`config.mk`:
```
export PLATFORM = sky130hd
export DESIGN_NAME = serial_addsub_flat
export DESIGN_NICKNAME = d
export VERILOG_FILES = /design/src/rtl/serial_addsub_if.sv /design/src/rtl/serial_addsub.sv /design/src/flat_wrapper.sv
export SDC_FILE = /design/constraint.sdc
export NUM_CORES = 1
export LEC_CHECK = 0
export CAP_MARGIN = 20
export CORE_MARGIN = 2
export CORE_UTILIZATION = 35
export CTS_CLUSTER_SIZE = 10
export DETAILED_ROUTE_END_ITERATION = 6
export GPL_TIMING_DRIVEN = 0
export REMOVE_ABC_BUFFERS = 1
export SYNTH_ARGS = -nofsm -noshare
export SYNTH_HDL_FRONTEND = slang
export SYNTH_SLANG_ARGS = --single-unit
```
`constraint.sdc`:
```
create_clock -name clk -period 3.1 [get_ports clk]
set_clock_uncertainty 0.2 [all_clocks]
set_input_delay 0.62 -clock clk [delete_from_list [all_inputs] [get_ports clk]]
set_output_delay 0.62 -clock clk [all_outputs]
set_load 0.1 [all_outputs]
```
`src/rtl/serial_addsub_if.sv`:
```
// Request/response bundle for the bit-serial adder/subtractor.
// The master drives an operation request; the slave returns status and result.
interface serial_addsub_if #(
    parameter int N = 8
);
    logic         start;
    logic [N-1:0] op_a;
    logic [N-1:0] op_b;
    logic         a_ns;
    logic         busy;
    logic         done;
    logic [N-1:0] result;
    logic         flag;

    modport master (
        output start, op_a, op_b, a_ns,
        input  busy, done, result, flag
    );

    modport slave (
        input  start, op_a, op_b, a_ns,
        output busy, done, result, flag
    );
endinterface

```
`src/rtl/serial_addsub.sv`:
```
// Bit-serial N-bit adder/subtractor: one operand bit pair per clock, LSB first,
// through a single one-bit full adder/subtractor cell with a registered carry/borrow.

// One-bit full adder/subtractor cell. a_ns=1 adds (cout is carry),
// a_ns=0 subtracts (cin is borrow-in, cout is borrow-out).
module fas (
    input  logic a,
    input  logic b,
    input  logic cin,
    input  logic a_ns,
    output logic s,
    output logic cout
);
    logic a_eff;

    // Borrow is the carry majority with the minuend bit inverted.
    assign a_eff = a ^ ~a_ns;
    assign s     = a ^ b ^ cin;
    assign cout  = (a_eff & b) | (a_eff & cin) | (b & cin);
endmodule

module serial_addsub #(
    parameter int N = 8
) (
    input  logic            clk,
    input  logic            rst,
    serial_addsub_if.slave  bus
);
    localparam int            CW   = $clog2(N) + 1;
    localparam logic [CW-1:0] LAST = CW'(N - 1);

    typedef enum logic [1:0] {
        IDLE,
        RUN,
        DONE
    } state_t;

    state_t        state;
    logic [N-1:0]  shift_a;
    logic [N-1:0]  shift_b;
    logic [N-1:0]  acc;
    logic [N-1:0]  acc_next;
    logic [N-1:0]  result_r;
    logic [CW-1:0] cnt;
    logic          op_r;
    logic          cy_r;
    logic          busy_r;
    logic          done_r;
    logic          flag_r;
    logic          s;
    logic          cout;

    fas u_fas (
        .a    (shift_a[0]),
        .b    (shift_b[0]),
        .cin  (cy_r),
        .a_ns (op_r),
        .s    (s),
        .cout (cout)
    );

    // Accumulator with the current sum bit shifted in at the MSB.
    // NOTE: every always_comb output gets a full default first so no latch can form.
    always_comb begin
        acc_next        = acc >> 1;
        acc_next[N-1]   = s;
    end

    // Controller FSM with registered status, result and datapath shifting.
    // NOTE: sequential state uses non-blocking assignments so all registers update together.
    always_ff @(posedge clk) begin
        if (rst) begin
            // NOTE: operand shifters and op_r are left unreset; they are always loaded before use.
            state    <= IDLE;
            busy_r   <= 1'b0;
            done_r   <= 1'b0;
            result_r <= '0;
            flag_r   <= 1'b0;
            cy_r     <= 1'b0;
            cnt      <= '0;
            acc      <= '0;
        end else begin
            case (state)
                IDLE: begin
                    done_r <= 1'b0;
                    if (bus.start) begin
                        shift_a <= bus.op_a;
                        shift_b <= bus.op_b;
                        op_r    <= bus.a_ns;
                        cy_r    <= 1'b0;
                        cnt     <= '0;
                        busy_r  <= 1'b1;
                        state   <= RUN;
                    end
                end
                RUN: begin
                    acc     <= acc_next;
                    cy_r    <= cout;
                    shift_a <= shift_a >> 1;
                    shift_b <= shift_b >> 1;
                    cnt     <= cnt + 1'b1;
                    if (cnt == LAST) begin
                        result_r <= acc_next;
                        flag_r   <= cout;
                        busy_r   <= 1'b0;
                        done_r   <= 1'b1;
                        state    <= DONE;
                    end
                end
                DONE: begin
                    done_r <= 1'b0;
                    state  <= IDLE;
                end
                default: begin
                    busy_r <= 1'b0;
                    done_r <= 1'b0;
                    state  <= IDLE;
                end
            endcase
        end
    end

    assign bus.busy   = busy_r;
    assign bus.done   = done_r;
    assign bus.result = result_r;
    assign bus.flag   = flag_r;
endmodule

```
`src/flat_wrapper.sv`:
```
// flat-port wrapper written by rule: the top's interface ports become plain ports
module serial_addsub_flat 
#(
    parameter int N = 8
)
  (clk, rst, bus_start, bus_op_a, bus_op_b, bus_a_ns, bus_busy, bus_done, bus_result, bus_flag);
  serial_addsub_if #(.N(N)) bus_i ();
  input  logic clk;
  input  logic rst;
  input wire logic [$bits(bus_i.start)-1:0] bus_start;
  input wire logic [$bits(bus_i.op_a)-1:0] bus_op_a;
  input wire logic [$bits(bus_i.op_b)-1:0] bus_op_b;
  input wire logic [$bits(bus_i.a_ns)-1:0] bus_a_ns;
  output wire logic [$bits(bus_i.busy)-1:0] bus_busy;
  output wire logic [$bits(bus_i.done)-1:0] bus_done;
  output wire logic [$bits(bus_i.result)-1:0] bus_result;
  output wire logic [$bits(bus_i.flag)-1:0] bus_flag;
  assign bus_i.start = bus_start;
  assign bus_i.op_a = bus_op_a;
  assign bus_i.op_b = bus_op_b;
  assign bus_i.a_ns = bus_a_ns;
  assign bus_busy = bus_i.busy;
  assign bus_done = bus_i.done;
  assign bus_result = bus_i.result;
  assign bus_flag = bus_i.flag;
  serial_addsub #(.N(N)) u_core (.clk(clk), .rst(rst), .bus(bus_i));
endmodule
```
==> CHANGELOG.md, run 1 <==
### Implementation results

* Status: completed
* Net Sw Frac at 0.240
* Area of the die at 5580 um2
* Syn_area_per_cell at 9.51 um2
* GPL Wtd Cong at 0.702
* H-Tree Level Count at 2
* Filler cells at 477
* Drt pass-1 iters at 4
* Final nets at 232
* Residual DRC at 0
* R2r worst-path depth at 4
* Int Power at 0.000804 W
* Slew Limit Fails at 0
* Most area-hungry cell type in the Yosys netlist: edfxtp_1
* Total gr overflow at 0
* Logic area at 659 um2
* CP max-delay cell: clkdlybuf4s50_1
* Clock-pin slew on the worst setup and hold paths at 0.08 ns
* Comb. pwr at 0.000111 W
* Fmax at 0.382 GHz
* Largest class: flip-flops and latches
* Synth Cell Area at 1750 um2
* # clock sinks at 42
* Clock Latency Late Sink at 0.29 ns
* DP Worst Slack at 0.226 ns
* Signal buf overhead at 0.156
* Largest net degree at the start of global routing at 26
* Hold_sp: u_core.acc[1]
* Reg-to-reg endpoint: u_core.bus.result[6]
* M1 WL at 1640 um
* Initial Util at 0.366
* Metal3 WL at 151 um
* Mux share of post-synthesis cell area at 0.0114
* Yosys xor share at 0.0186
* VDD IR max at 0.000241 V
* HPWL Detailed at 2110 um
* Setup violators final at 0
* Final min period at 2.62 ns
* Sequential share of power at 0.577
* Dominant flop cell: dfxtp_1
* Synth warn at 0
* Buffers excl. clock at 33
* Area delta synth->final at 24.8%
* ClkCell Share at 0.0389
* CTS tree: yes
* Logic share of the area at 0.302
* WHS Endpoint: u_core.acc[1]
* Count of cell types in the netlist at 30
* Ao+oa area frac at 0.123
* And+or+nand+nor area frac at 0.212
* Gate power share at 0.105
* Adders+Majority by Area at 0.00715
* Crit Path Class: register to primary output
* Num CTS Buffers at 5
* HP Class: register to register
* CP bufs+invs at 1
* Max incr delay on CP at 1.14 ns
* Vias in the first global route at 1265
* Fraction of layout instances using a drive strength above 1 at 0.0660
* CTS Hold Bufs at 0
* Initial DRC count at 74
* Comb gates at 128
* PnR worst setup slack at 0.484 ns
* Worst-Margin Slew at 1.00 ns
* Non-clock inverter count at 1
* R2R Path Start: u_core.state[0]
* Log Warnings at 25
* Number of enable flip-flop cells at 17
* Clock Power Share at 0.318
* First-pass GRT wire length at 5620 um
* Fin crit share at 0.844
==> run 1: layer usage <==
metal	vias to the layer above	track usage
met5	-	0
met4	0	0.0595
met3	2	0.0535
met2	26	0.211
met1	631	0.169
li1	675	-
==> run 1: through the flow <==
step	hold WS (ns)	area, um2	total power (W)	TNS, ns	instances
finish	0.261	2180	0.00106	0	279
global route	0.274	2180	0.00112	0	279
CTS	0.260	2180	0.00107	0	279
detailed placement	0.248	2100	0.000735	0	271
global placement	0.246	2050	0.000726	-17.31	268
floorplan	0.231	1670	0.000680	0	171
==> run 1: placed cells by master (no fill, tap or decap) <==
cell	n
nand2_1	58
clkdlybuf4s50_1	30
dfxtp_1	25
a21oi_1	18
edfxtp_1	17
nand3_1	10
o21ai_1	8
nor2_1	5
clkbuf_8	5
o21ai_0	4
a211oi_1	3
nor3_1	2
mux2i_1	2
a22oi_1	2
and2_1	2
buf_8	2
nor2b_2	1
nand2b_1	1
nor3_2	1
nor4b_2	1
nand3b_1	1
inv_1	1
o21bai_2	1
and3b_1	1
a21boi_0	1
nor3b_1	1
nor2b_1	1
xnor2_1	1
xor3_1	1
a31o_1	1
ha_1	1
clkinv_1	1
clkinv_2	1
clkinvlp_4	1
buf_6	1
==> run 1: worst max path at each step <==
stage / from / endpoint / slack (ns) / cells past startpoint
detailed placement: rst / u_core.shift_b[7] / 0.23 / 3
CTS: u_core.bus.result[5] / bus_result[5] / 0.48 / 1
global route: rst / u_core.shift_b[1] / 0.43 / 3
global placement: rst / u_core.shift_b[7] / -1.02 / 2
floorplan: bus_start / u_core.shift_a[0] / 0.67 / 2
finish: u_core.bus.result[7] / bus_result[7] / 0.48 / 1
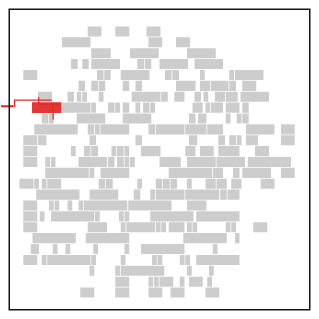
Figure 1: run 1, I/O nets highlighted.
Scale: 4 px per um.
- `bus_done`: red (bits 1; direction output; edge left; end cells 1; buffers 1; wire 22.4 um)

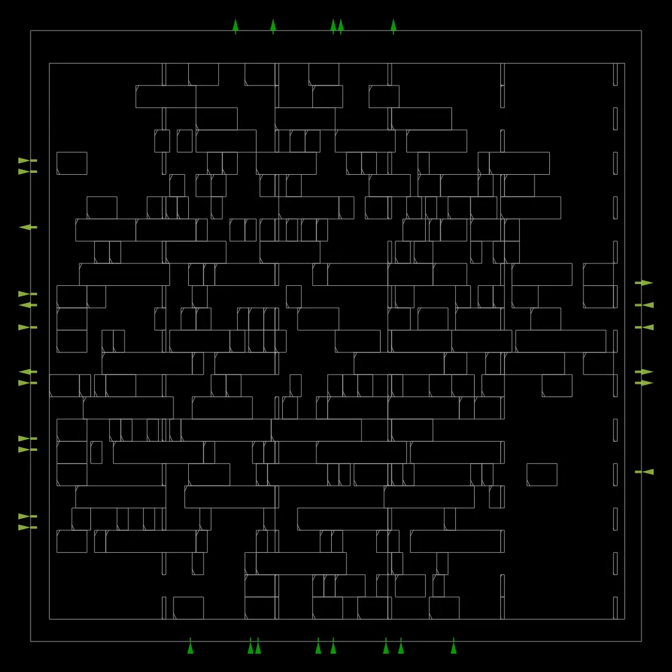
Figure 2: run 1, cell placement.
row count: 25
final std cells w/o fill: 279
Flops: 42
fin util: 0.456

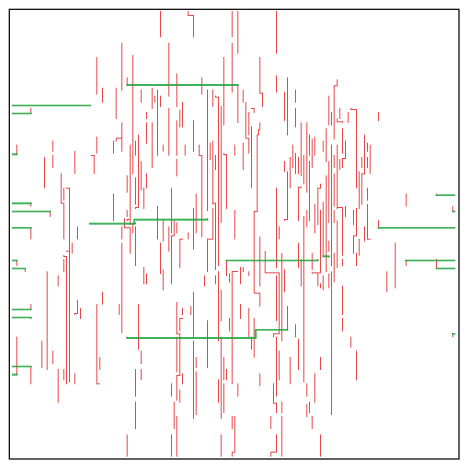
Figure 3: run 1, metal layers overlaid.
Scale: 6 px per um. Only two layers are drawn.
- metal 3: green (wire length 151 um)
- metal 2: red (wire length 1510 um)

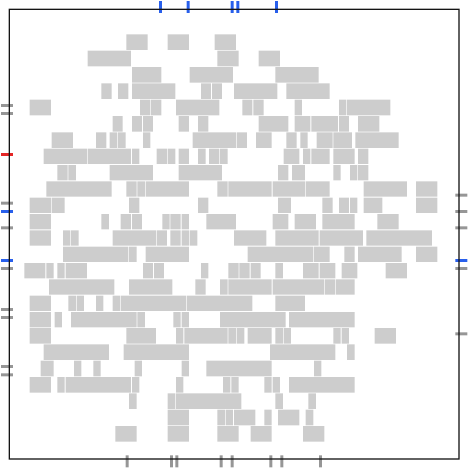
Figure 4: run 1, ports around the boundary.
Scale: 6 px per um. Pins as bars across the die edge, other pins in grey.
- `bus_result`: blue (pins 8; direction output; edge 5 top, 2 left, 1 right)
- `bus_done`: red (pins 1; direction output; edge left)
- all pins by edge: 12 left, 8 bottom, 6 right, 5 top
Die Y: 74.7 um
PortBufs: 30
Die Wd: 74.7 um

Figure 5. Cell sizes after repair (run 1).
Scale: 6 px per um.
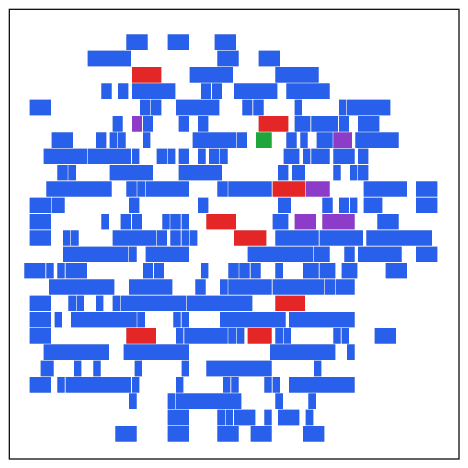

--- run 2 (diff from run 1) ---
clock period = 2.3 ns   (was 3.1 ns; I/O delays follow)
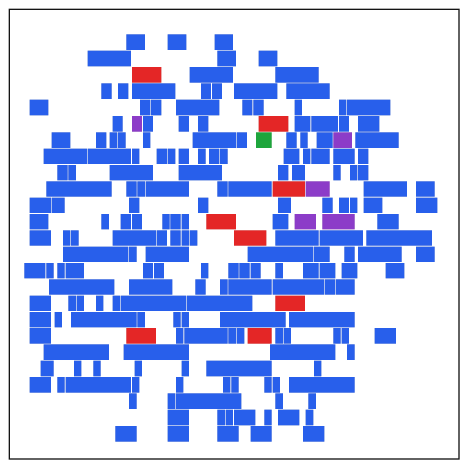
Figure 6: run 2, cell sizes after repair.
Scale: 6 px per um.
- _3 and _4 cells: green (cells 1; share 0.47%; most used clkinvlp_4)
- _6 and larger: red (cells 8; share 3.8%; most used clkbuf_8)
- _2 cells: purple (cells 5; share 2.4%)
- _0 and _1 cells: blue (cells 198; share 93%; most used nand2_1)

==> CHANGELOG.md, run 2 <==
### Implementation results

* Status: completed
* Fin crit share at 0.945
* RSZ-0062 raised after global routing: no
* HP Class: register to register
* Fraction of layout instances using a drive strength above 1 at 0.0660 (unchanged)
* Gate power share at 0.104 (about the same)
* Top cell excl fill/tap: nand2_1
* Yosys stat area at 1750 um2
* Lkg Pwr at 0.853 nW
* Clock Power Share at 0.318 (about the same)
* Log Warnings at 25 (unchanged)
* Syn_area_per_cell at 9.51 um2 (unchanged)
* CP delay by family, top: buffers and inverters
* GPL Wtd Cong at 0.702 (unchanged)
* VDD IR max at 0.000325 V (+35%)
* Clk. pwr at 0.000453 W
* Count of cell types in the netlist at 30 (unchanged)
* Area of the die at 5580 um2 (unchanged)
* M1 WL at 1630 um (-0.12%)
* Type of origin of the critical path: register
* Initial DRC count at 78 (+5.4%)
* Psw at 0.000342 W
* Highest Signal Layer: met4
* Worst Hold Path Cells at 2
* Area delta synth->final at 23.9%
* PnR worst setup slack at 0.126 ns (-0.358 ns)
* Worst-Margin Slew at 0.994 ns (-0.00742 ns)
* Crit Path Class: register to primary output
* Metal3 WL at 152 um (+0.66%)
* Vias in the first global route at 1265 (unchanged)
* Most area-hungry cell type in the Yosys netlist: edfxtp_1
* CTS Buffer Depth at 2
* Sequential share of power at 0.578 (about the same)
* Total wire length at 3310 um
* Max cap viols at 0
* Number of enable flip-flop cells at 17 (unchanged)
* Crit end category: primary output
* Metal2 WL at 1500 um
* Final min period at 2.17 ns
* Max incr delay on CP at 0.87 ns (-0.27 ns)
* Yosys top cell by instances: nand2_1
* Comb. pwr at 0.000148 W (+33%)
* Max power group: sequential cells
* Sequential cell power at 0.000823 W
* Ys async rst share at 0
* Int Power at 0.00108 W (+35%)
* H-Tree Level Count at 2 (unchanged)
* Dominant flop cell: dfxtp_1
* Synth cell count leaders: nand2_1 (58), dfxtp_1 (25), a21oi_1 (18)
* Post-synth top area share at 0.292
* PwrDens at 656 nW/um2
* CP bufs+invs at 1 (unchanged)
* First-pass GRT wire length at 5620 um (unchanged)
* # clock sinks at 42 (unchanged)
* Most instantiated logic cells after routing: nand2_1 (58), dfxtp_1 (25), a21oi_1 (18), clkdlybuf4s50_1 (18), edfxtp_1 (17)
* DP Worst Slack at -0.414 ns (-0.640 ns)
* Ys flops at 42
* Row count at 25 (unchanged)
* HPWL Detailed at 2110 um (unchanged)
* CTS Hold Bufs at 0 (unchanged)
* Post-DRT Antenna Nets at 0
* Die Y at 74.7 um (unchanged)
* Num CTS Buffers at 5 (unchanged)
* Crit path required time at 1.64 ns
* Routed len/inst at 11.9 um
* Sequential fraction of the synthesis area at 0.578
* Initial antenna violation count at 0
* Critical path, cell by cell: dlygate4sd2_1
* Endpoints failing hold at 0
* Synth warn at 0 (unchanged)
* Slew Limit Fails at 0 (unchanged)
* ANT cells at 0
* Initial Util at 0.366 (unchanged)
* Stages on worst setup path at 1 (unchanged)
* Largest net degree at the start of global routing at 26 (unchanged)
* Gate Count Post-Synth at 184
* CTS tree: yes
* Placed Instances at 271 (unchanged)
* GR Util All Layers at 0.136
* Max_slew headroom at 0.337
* CP max-delay cell: dlygate4sd2_1
* Total gr overflow at 0 (unchanged)
* Net Sw Frac at 0.240 (+0.000291)
* Io pins at 31
* Setup violators final at 0 (unchanged)
* Die Wd at 74.7 um (unchanged)
* Setup TNS at 0 ns (unchanged)
* Drt pass-1 iters at 4 (unchanged)
* Biggest area cells: edfxtp_1 (29%), dfxtp_1 (29%), nand2_1 (12%)
* Vias per inst at 4.78
* Critical path arrival at 1.51 ns
* Clock-pin slew on the worst setup and hold paths at 0.08 ns (about the same)
* Root buf cell: clkbuf_8
* Yosys cell count at 184
* Crit-path max FO at 2
* Clock Latency Late Sink at 0.29 ns (about the same)
* Synth Cell Area at 1750 um2 (unchanged)
* Fmax at 0.460 GHz
* Residual DRC at 0 (unchanged)
* PortBufs at 30 (unchanged)
* Final nets at 232 (unchanged)
* Final std cells w/o fill at 279 (unchanged)
* DR vias at 1334
* R2r worst-path depth at 4 (unchanged)
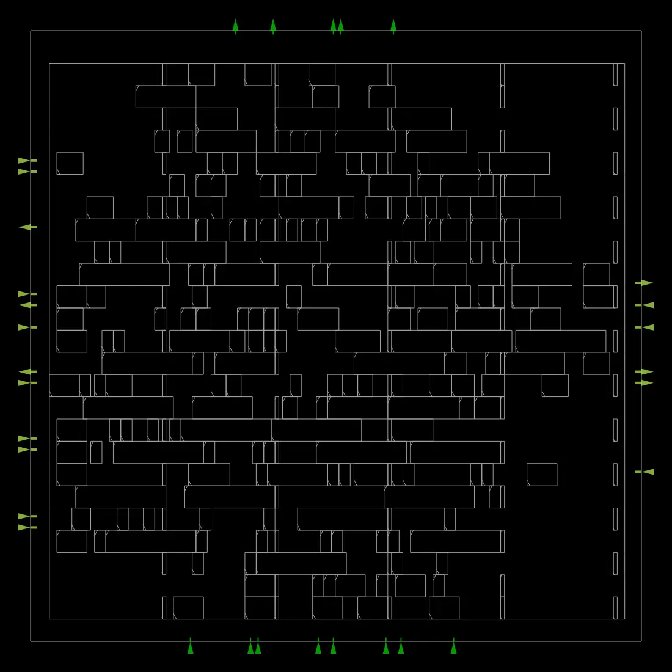
Figure 7: run 2, cell placement.
core area: 4790 um2
sequential share of cell area: 0.466
fin util: 0.453
Well Taps: 67
Filler cells: 471

-- run 2: cell counts after synthesis --
Identical to the previous run, type by type.
-- run 2: worst paths after layout --
| path | start | to | slack (ns) |
|---|---|---|---|
| hold / removal | u_core.acc[1] | u_core.acc[1] | 0.26 |
| setup reg to reg | u_core.state[0] | u_core.bus.result[6] | 0.34 |
| hold reg to reg | u_core.acc[1] | u_core.acc[1] | 0.26 |
| setup / recovery | u_core.bus.result[7] | bus_result[7] | 0.13 |
-- run 2: cells by family after synthesis --
group                      Yosys count  share of synthesized area
muxes                                2                     0.0114
AOI/OAI and AO/OA                   38                      0.123
adders and majority gates            1                    0.00715
and+or+nand+nor                     85                      0.212
buffers and inverters               14                     0.0500
xor gates and xnor gates             2                     0.0186
DFF                                 42                      0.578
-- run 2: layout make-up --
class / instances / area [um2]
Sequential cell: 42 / 1010
Inverter: 1 / 3.75
Clock buffer: 5 / 68.8
Multi-Input combinational cell: 128 / 659
Fill cell: 471 / 2620
Timing Repair Buffer: 33 / 327
Clock inverter: 3 / 16.3
Tap cell: 67 / 83.8
-- run 2: layer usage --
layer / vias to the layer above / global-route usage
li1: 675 / -
met1: 631 / 0.169
met2: 26 / 0.211
met3: 2 / 0.0535
met4: 0 / 0.0595
met5: - / 0
-- run 2: stage by stage --
step	hold slack, ns	utilization	power, W	area (um2)
global route	0.274	0.453	0.00150	2170
floorplan	0.231	-	0.000916	1670
global placement	0.246	0.428	0.000978	2050
CTS	0.260	0.453	0.00145	2170
finish	0.261	0.453	0.00142	2170
detailed placement	0.248	0.439	0.000991	2100
-- run 2: repair_timing --
item                                    in CTS  in global routing
endpoints found under the setup margin      24                  0
buffers inserted                             0                  0
gates resized                               12                  0
Figure 8. I/O nets highlighted (run 2).
Scale: 4 px per um.
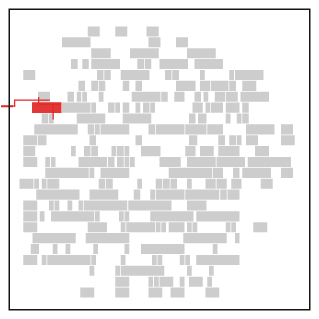

--- run 3 (diff from run 2) ---
CELL_PAD_IN_SITES_DETAIL_PLACEMENT = 0   (was unset)
CELL_PAD_IN_SITES_GLOBAL_PLACEMENT = 2   (was unset)
CORE_UTILIZATION = 28   (was 35)
GPL_ROUTABILITY_DRIVEN = 0   (was unset)
PLACE_DENSITY_LB_ADDON = 0.1   (was unset)
SYNTH_HIERARCHICAL = 1   (was unset)
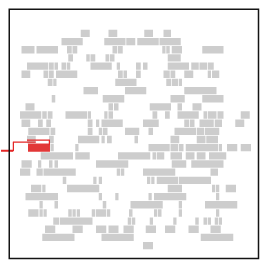
Figure 9: run 3, I/O nets highlighted.
Scale: 3 px per um.
- `bus_done`: red (bits 1; direction output; edge left; end cells 1; buffers 1; wire 20.0 um)
io pins: 31

==> CHANGELOG.md, run 3 <==
### Implementation results

* Worst-Margin Slew at 1.03 ns (+0.0392 ns)
* Count of cell types in the netlist at 29 (-3.3%)
* Residual DRC at 0 (unchanged)
* Sequential fraction of the synthesis area at 0.584 (+0.00668)
* Vias in the first global route at 1304 (+3.1%)
* CP bufs+invs at 1 (unchanged)
* Biggest area cells: edfxtp_1 (30%), dfxtp_1 (29%), nand2_1 (13%)
* PnR worst setup slack at 0.117 ns (-0.00862 ns)
* Routed len/inst at 12.9 um (+8.5%)
* CP delay by family, top: buffers and inverters
* Core area at 5960 um2 (+24%)
* Total wire length at 3680 um (+11%)
* Initial Util at 0.291 (-0.0752)
* Total gr overflow at 0 (unchanged)
* Ys flops at 42 (unchanged)
* Most instantiated logic cells after routing: nand2_1 (59), dfxtp_1 (25), clkdlybuf4s50_1 (18)
* Filler cells at 619 (+31%)
* DR vias at 1323 (-0.82%)
* Fin crit share at 0.949 (+0.00375)
* CTS Buffer Depth at 2 (unchanged)
* # resized after CTS at 12 (unchanged)
* Adders+Majority by Area at 0.0137 (+0.00659)
* Initial DRC count at 51 (-35%)
* Placed Instances at 277 (+2.2%)
* FF-to-FF setup slack at 0.43 ns (+0.09 ns)
* GR Util All Layers at 0.122 (-0.0140)
* PwrDens at 716 nW/um2 (+9.1%)
* Crit path required time at 1.64 ns (about the same)
* Row count at 28 (+12%)
* Initial antenna violation count at 0 (unchanged)
* Fmax at 0.458 GHz (-0.40%)
* Lkg Pwr at 0.850 nW (-0.25%)
* Log Warnings at 25 (unchanged)
* And+or+nand+nor area frac at 0.226 (+0.0133)
* Postcts setup bufs at 1 (+1)
* Post-DRT Antenna Nets at 0 (unchanged)
* Yosys xor share at 0.0152 (-0.00340)
* Max_slew headroom at 0.310 (-0.0273)
* Gate Count Post-Synth at 184 (unchanged)
* Ys async rst share at 0 (unchanged)
* Setup TNS at 0 ns (unchanged)
* PortBufs at 30 (unchanged)
* PnR Total Power at 0.00158 W (+11%)
* Status: completed
* VDD IR max at 0.000357 V (+9.8%)
* Most area-hungry cell type in the Yosys netlist: edfxtp_1
* # clock sinks at 42 (unchanged)
* Crit-path max FO at 4 (+2)
* H-Tree Level Count at 2 (unchanged)
* Num CTS Buffers at 5 (unchanged)
* Setup violators final at 0 (unchanged)
* CP max-delay cell: dlygate4sd2_1
* Largest net degree at the start of global routing at 35 (+35%)
* Critical path arrival at 1.52 ns (about the same)
* CTS Hold Bufs at 0 (unchanged)
* Logic area at 658 um2 (-0.19%)
* Post-synth top area share at 0.295 (+0.00337)
* Clock Latency Late Sink at 0.29 ns (about the same)
* Dominant comb cell: simple AND/OR/NAND/NOR gates
* Ao+oa area frac at 0.109 (-0.0138)
* Clock-pin slew on the worst setup and hold paths at 0.08 ns (about the same)
* Final nets at 231 (-0.43%)
* HP Class: register to register
* Vias per inst at 4.63 (-3.3%)
* Type of origin of the critical path: register
* Area delta synth->final at 27.3%
* First-pass GRT wire length at 6190 um (+10%)
* Yosys stat area at 1730 um2 (-1.1%)
* Final min period at 2.18 ns (+0.00862 ns)
* Sequential cell area at 1010 um2 (unchanged)
* Root buf cell: clkbuf_8
* Synth warn at 6 (+6)
* Number of enable flip-flop cells at 17 (unchanged)
* Area of the die at 6830 um2 (+22%)
* RSZ-0062 raised after global routing: no
* DP Worst Slack at -0.760 ns (-0.347 ns)
* Max cap viols at 0 (unchanged)
* Mux share of post-synthesis cell area at 0.00578 (-0.00565)
* Drt pass-1 iters at 4 (unchanged)
* Max incr delay on CP at 0.87 ns (about the same)
* Crit Path Class: register to primary output
* Fraction of layout instances using a drive strength above 1 at 0.0664 (+0.000313)
* ANT cells at 0 (unchanged)
* Yosys cell count at 184 (unchanged)
* Final std cells w/o fill at 286 (+2.5%)
* Critical path, cell by cell: dlygate4sd2_1
* Fin util at 0.370 (-0.0836)
* Synth cell count leaders: nand2_1 (59), dfxtp_1 (25), edfxtp_1 (17)
* Slew Limit Fails at 0 (unchanged)
* Dominant flop cell: dfxtp_1
* Crit end category: primary output
* Top cell excl fill/tap: nand2_1
* Endpoints failing hold at 0 (unchanged)
* Synth Cell Area at 1730 um2 (-1.1%)
* Yosys top cell by instances: nand2_1
* CTS tree: yes
* HPWL Detailed at 2350 um (+12%)
* Syn_area_per_cell at 9.40 um2 (-1.1%)
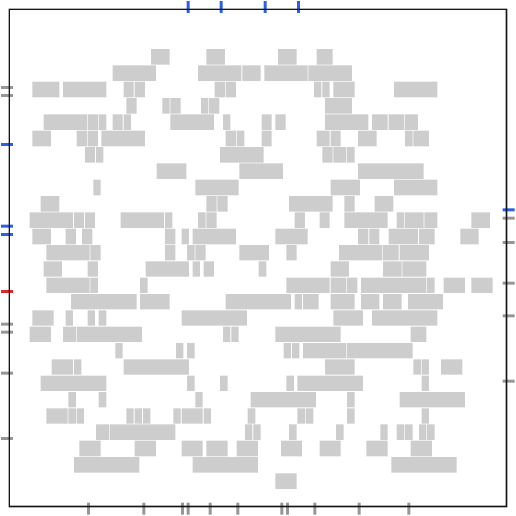
Figure 10: run 3, ports around the boundary.
Scale: 6 px per um. Pins as bars across the die edge, other pins in grey.
- `bus_result`: blue (pins 8; direction output; edge 4 top, 3 left, 1 right)
- `bus_done`: red (pins 1; direction output; edge left)
- all pins by edge: 11 bottom, 10 left, 6 right, 4 top
Die Y: 82.6 um
Die Wd: 82.6 um

[run 3: kinds of logic after synthesis]
logic type | after synthesis
compound gates | 34
fa+ha+maj | 2
buf+inv | 14
xor+xnor | 3
simple gates | 88
flops | 42
mux | 1
[run 3: stage by stage]
stage | instance area (um2) | hold slack [ns]
floorplan | 1650 | 0.231
global placement | 2040 | 0.243
CTS | 2190 | 0.262
global route | 2200 | 0.286
finish | 2200 | 0.263
detailed placement | 2080 | 0.248
[run 3: worst paths after layout]
kind / from / depth (start not counted) / end
setup / recovery: u_core/bus.busy / 1 / bus_busy
hold / removal: u_core/acc[1] / 2 / u_core/acc[1]
hold reg to reg: u_core/acc[1] / 2 / u_core/acc[1]
setup reg to reg: u_core/state[0] / 4 / u_core/bus.result[6]
[run 3: final cells by class]
type,count,share of cell area
sequential,42,0.459
multi-input combinational,128,0.299
timing repair buffer,33,0.147
tap,75,0.0426
clock buffer,7,0.0392
clock inverter,1,0.0136
[run 3: per-layer routing]
metal | routed length [um] | global-route usage | up-vias
li1 | - | - | 673
met1 | 1790 | 0.157 | 621
met2 | 1680 | 0.190 | 22
met3 | 156 | 0.0315 | 7
met4 | 57 | 0.0590 | 0
met5 | 0 | 0 | -
[run 3: where the power goes]
part | leakage [nW] | internal [W] | switching [W]
clock | 0.0585 | 0.000354 | 0.000249
sequential | 0.366 | 0.000809 | 0.0000154
combinational | 0.426 | 0.0000663 | 0.0000833
total | 0.850 | 0.00123 | 0.000348
[run 3: tightest hold or removal path, stage by stage (launching register included)]
cell	delay (ns)
dfxtp_1	0.32
nand2_1	0.05
a21oi_1	0.05
No activity file was given, so power comes from the tool's default toggle rates.
